Fig. 1: M2 wires
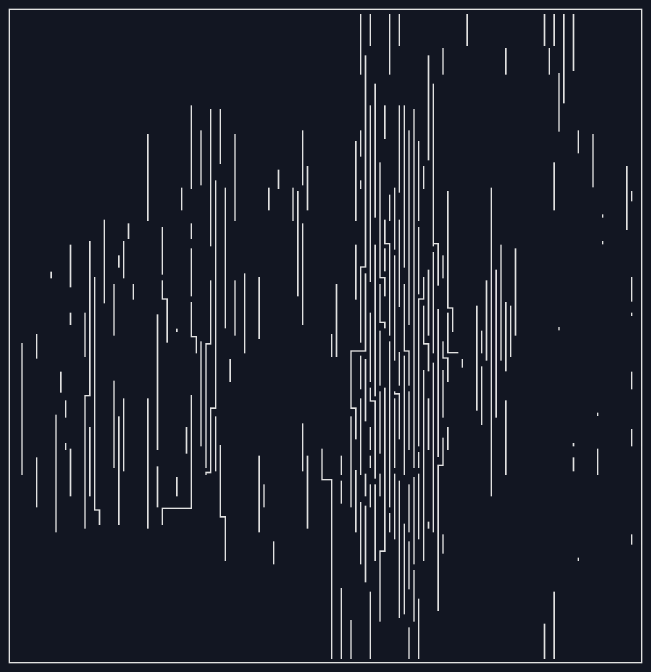
Fig. 2: selected gate families
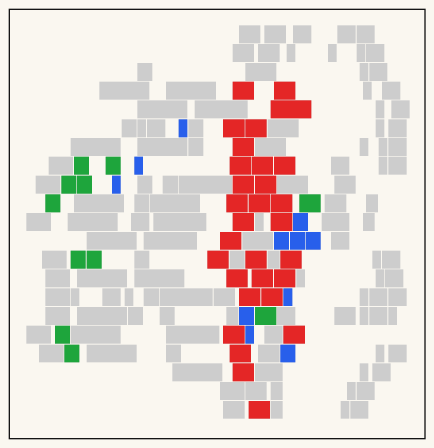
Fig. 3: cell density map
6 x 6 tiles, from white (low) to dark blue (high), 0 to 100% covered.
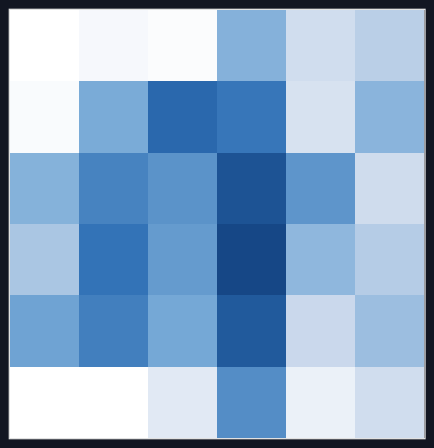
Fig. 4: congestion heat map
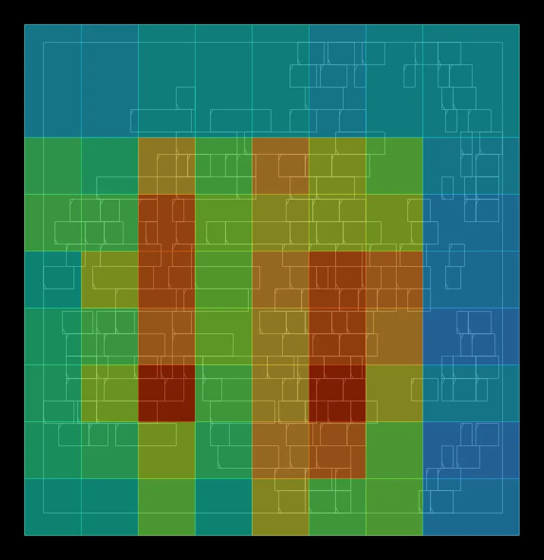
===== src/rtl/hfu_pkg.sv =====
// Shared types and constants for the hazard/forwarding unit.
// Build option: define HFU_LOAD_STALL_EN to enable load-use stalls and the
// stall cycle counter. Without it, loads forward like ALU results.
package hfu_pkg;

  // Width of one per-source forward select field.
  localparam int SEL_W = 3;

  // Select value meaning "take the operand from the register file".
  localparam logic [SEL_W-1:0] FWD_RF = '0;

  // Destination field width held in each stage record. The address is
  // zero-extended into it, so REG_AW must not exceed this value.
  localparam int DST_MAX_W = 16;

  // Cycles-since-entry field. Stages go up to 7, so 3 bits never wrap
  // before the entry is discarded; it saturates as a safeguard.
  localparam int AGE_W = 3;
  localparam logic [AGE_W-1:0] AGE_MAX = '1;

  // One tracked writeback stage.
  typedef struct packed {
    logic                 valid;
    logic                 regwrite;
    logic                 memread;
    logic [DST_MAX_W-1:0] dst;
    logic [AGE_W-1:0]     age;
  } hfu_stage_t;

  // Empty stage content.
  function automatic hfu_stage_t hfu_bubble();
    return '0;
  endfunction

endpackage


===== src/rtl/hfu_src_match.sv =====
// Per-source comparator and priority encoder: finds the youngest stage that
// will write this source register, and flags a match on a load whose data
// is not yet available.
module hfu_src_match
  import hfu_pkg::*;
#(
  parameter int REG_AW   = 5,
  parameter int DEPTH    = 3,
  parameter int LOAD_LAT = 1
) (
  input  logic [REG_AW-1:0] src,
  input  hfu_stage_t        stages [DEPTH],
  output logic [SEL_W-1:0]  sel,
  output logic              load_hit
);

  logic [DST_MAX_W-1:0] src_ext;
  logic [DEPTH-1:0]     hit;

  // Match every stage, then pick the lowest stage number; r0 never matches.
  always_comb begin
    src_ext  = DST_MAX_W'(src);
    hit      = '0;
    sel      = FWD_RF;
    load_hit = 1'b0;
    for (int j = 0; j < DEPTH; j++) begin
      hit[j] = stages[j].valid && stages[j].regwrite &&
               (stages[j].dst == src_ext) && (src != '0);
      if (hit[j] && stages[j].memread &&
          (stages[j].age < AGE_W'(LOAD_LAT))) begin
        load_hit = 1'b1;
      end
    end
    // Scan oldest to youngest so the youngest match is the one that sticks.
    for (int j = DEPTH - 1; j >= 0; j--) begin
      if (hit[j]) begin
        sel = SEL_W'(j + 1);
      end
    end
  end

endmodule


===== src/rtl/hazard_forward_unit.sv =====
// Hazard detection and operand forwarding for an in-order pipeline.
// Tracks DEPTH writeback stages (stage 1 = EX) and, for each decode source,
// selects the youngest in-flight producer. Build option HFU_LOAD_STALL_EN
// adds load-use stalls and the stall_cycles counter; undefined, stall and
// stall_cycles are held at 0 and loads are treated like ALU results.
module hazard_forward_unit
  import hfu_pkg::*;
#(
  parameter int REG_AW   = 5,
  parameter int NUM_SRC  = 2,
  parameter int DEPTH    = 3,  // legal 1..7
  parameter int LOAD_LAT = 1   // legal 0..DEPTH-1
) (
  input  logic                      clk,
  input  logic                      rst,
  input  logic                      id_valid,
  input  logic [NUM_SRC*REG_AW-1:0] id_src,
  input  logic [REG_AW-1:0]         id_dst,
  input  logic                      id_regwrite,
  input  logic                      id_memread,
  input  logic                      flush,
  output logic [NUM_SRC*SEL_W-1:0]  fwd_sel,
  output logic                      stall,
  output logic [15:0]               stall_cycles
);

  // Index j holds stage j+1.
  hfu_stage_t stage_q [DEPTH];
  hfu_stage_t stage_d [DEPTH];

  logic [NUM_SRC-1:0] load_hit;
  logic               id_memread_trk;

  // Per-source match logic.
  for (genvar g = 0; g < NUM_SRC; g++) begin : g_src
    hfu_src_match #(
      .REG_AW   (REG_AW),
      .DEPTH    (DEPTH),
      .LOAD_LAT (LOAD_LAT)
    ) u_match (
      .src      (id_src[g*REG_AW +: REG_AW]),
      .stages   (stage_q),
      .sel      (fwd_sel[g*SEL_W +: SEL_W]),
      .load_hit (load_hit[g])
    );
  end

`ifdef HFU_LOAD_STALL_EN
  logic [15:0] stall_cycles_q;
  logic [15:0] stall_cycles_d;

  assign id_memread_trk = id_memread;
  assign stall          = id_valid & (|load_hit);
  assign stall_cycles   = stall_cycles_q;

  // Count stalled cycles that are not being flushed; saturate at all-ones.
  always_comb begin
    stall_cycles_d = stall_cycles_q;
    if (stall && !flush && (stall_cycles_q != 16'hFFFF)) begin
      stall_cycles_d = stall_cycles_q + 16'd1;
    end
  end

  // Stall counter register.
  always_ff @(posedge clk) begin
    if (rst) begin
      stall_cycles_q <= '0;
    end else begin
      stall_cycles_q <= stall_cycles_d;
    end
  end
`else
  logic unused_load_info;

  assign id_memread_trk   = 1'b0;
  assign stall            = 1'b0;
  assign stall_cycles     = '0;
  assign unused_load_info = ^{load_hit, id_memread};
`endif

  // Next stage contents: insert decode (or a bubble) and shift everything on.
  always_comb begin
    for (int j = 0; j < DEPTH; j++) begin
      stage_d[j] = hfu_bubble();
    end
    if (id_valid && !stall && !flush) begin
      stage_d[0].valid    = 1'b1;
      stage_d[0].regwrite = id_regwrite;
      stage_d[0].memread  = id_memread_trk;
      stage_d[0].dst      = DST_MAX_W'(id_dst);
      stage_d[0].age      = '0;
    end
    for (int j = 1; j < DEPTH; j++) begin
      stage_d[j] = stage_q[j-1];
      if (stage_q[j-1].age != AGE_MAX) begin
        stage_d[j].age = stage_q[j-1].age + 1'b1;
      end
      if (flush) begin
        stage_d[j].valid = 1'b0;
      end
    end
  end

  // Stage register; reset empties every stage.
  always_ff @(posedge clk) begin
    if (rst) begin
      for (int j = 0; j < DEPTH; j++) begin
        stage_q[j] <= hfu_bubble();
      end
    end else begin
      stage_q <= stage_d;
    end
  end

endmodule


===== config.mk =====
export PLATFORM = sky130hd
export DESIGN_NAME = hazard_forward_unit
export DESIGN_NICKNAME = d
export VERILOG_FILES = /design/src/rtl/hfu_pkg.sv /design/src/rtl/hfu_src_match.sv /design/src/rtl/hazard_forward_unit.sv
export SDC_FILE = /design/constraint.sdc
export NUM_CORES = 1
export LEC_CHECK = 0
export CORE_AREA = 2 2 58 60
export DETAILED_ROUTE_END_ITERATION = 8
export DIE_AREA = 0 0 60 62
export GPL_ROUTABILITY_DRIVEN = 0
export GPL_TIMING_DRIVEN = 0
export PLACE_DENSITY = 0.72
export SYNTH_ARGS = -nofsm -noshare
export SYNTH_HDL_FRONTEND = slang
export SYNTH_SLANG_ARGS = --single-unit

===== constraint.sdc =====
create_clock -name clk -period 1.2 [get_ports clk]
set_input_delay 0.24 -clock clk [delete_from_list [all_inputs] [get_ports clk]]
set_output_delay 0.24 -clock clk [all_outputs]
set_load 0.01 [all_outputs]

==> results.toml <==
# physical design summary
[final_timing]
setup_skew_after_layout_ps = 5.18
final-hold-violation-count = 0
setup_viol_count_final = 4
setup_slack_ps = -717

[floorplanning]
floorplan.die.height_um = 62

[cts]
numCtsBuffers = 3

[detailed_routing]
first_iter_violations = 6

[worst_hold_path]
worst_hold_path.endpoint = "stage_q[21]$_SDFF_PP0_"

[job]
warning_count = 30
cap_viol_max_count = 0

[status]
status = "complete, but fails checks"
violations = "setup timing"

[synthesis]
yosys_most_used_dff = "sky130_fd_sc_hd__dfxtp_1"
yosysWarningCount = 0
area_leaders = "sky130_fd_sc_hd__dfxtp_1, sky130_fd_sc_hd__xor2_1, sky130_fd_sc_hd__buf_4"
synth_chip_area_sq_um = 1140

[final_layout]
buffers_excl_clock = 47

[critical_path]
worstSetupStartpointType = "flip-flop"
cp_num_cells = 6
r2r-start = "stage_d[28]$_SDFF_PP0_"
## Picture notes: Fig. 1
wire length on this layer	1,340 um
main direction	vertical
longest straight run	34.0 um

## Picture notes: Fig. 2
family	color	cells	most used
and/or cells	green	11	and3_1
xor and xnor cells	red	30	xor2_1
nand cells	blue	11	nand4_1

## Picture notes: Fig. 3
fullest tile	91%
nearly empty tiles	11%
mean over tiles	41%
tiles over 75% full	11%
emptiest ninth of the die	north-west

## Picture notes: Fig. 4
global routing met1 resource utilization: 13.4%
global routing usage on met3: 1.45%
post-detailed-route wirelength per cell: 10.9 um
GRT Total Usage: 13.5%
share of the core filled with cells: 49.2%

## power by group
part | internal [W] | switching [W] | total [W]
Combinational | 0.000127 | 0.000113 | 0.000240
Clock | 0.000129 | 0.000195 | 0.000325
Sequential | 0.000710 | 0.0000118 | 0.000722
## flip-flops by register name, indices dropped and copies added, names as in the netlist
register	count
stage_d	12
stage_q	9
## cells in the final DEF, fill, tap and decap left out
cell / netlist / routed
sky130_fd_sc_hd__nor4_2: 3 / 5
sky130_fd_sc_hd__nand4_1: 6 / 6
sky130_fd_sc_hd__dfxtp_2: 0 / 6
sky130_fd_sc_hd__buf_2: 0 / 4
sky130_fd_sc_hd__nor3_1: 2 / 2
sky130_fd_sc_hd__nor2_1: 3 / 3
sky130_fd_sc_hd__dlygate4sd2_1: 0 / 9
sky130_fd_sc_hd__conb_1: 1 / 19
sky130_fd_sc_hd__nor2b_1: 12 / 12
sky130_fd_sc_hd__xor2_1: 18 / 17
sky130_fd_sc_hd__dfxtp_1: 21 / 15
sky130_fd_sc_hd__a21boi_2: 0 / 2
sky130_fd_sc_hd__xnor2_1: 12 / 12
sky130_fd_sc_hd__nand2_1: 5 / 5
sky130_fd_sc_hd__o21ai_2: 0 / 2
sky130_fd_sc_hd__xor2_2: 0 / 1
sky130_fd_sc_hd__clkbuf_1: 1 / 2
sky130_fd_sc_hd__clkdlybuf4s50_1: 0 / 10
sky130_fd_sc_hd__nor4_1: 3 / 1
sky130_fd_sc_hd__and3_1: 6 / 6
sky130_fd_sc_hd__and4_1: 2 / 2
sky130_fd_sc_hd__buf_4: 19 / 23
sky130_fd_sc_hd__and2_1: 3 / 3
sky130_fd_sc_hd__clkbuf_4: 0 / 3
## repair_timing
action,4_1_cts,5_1_grt
buffers inserted,4,0
pin swaps,9,4
setup endpoints to repair,4,4
gates cloned,0,0
gates resized,28,2
Power figures rest on the tool's default switching activity, not on a simulated workload.
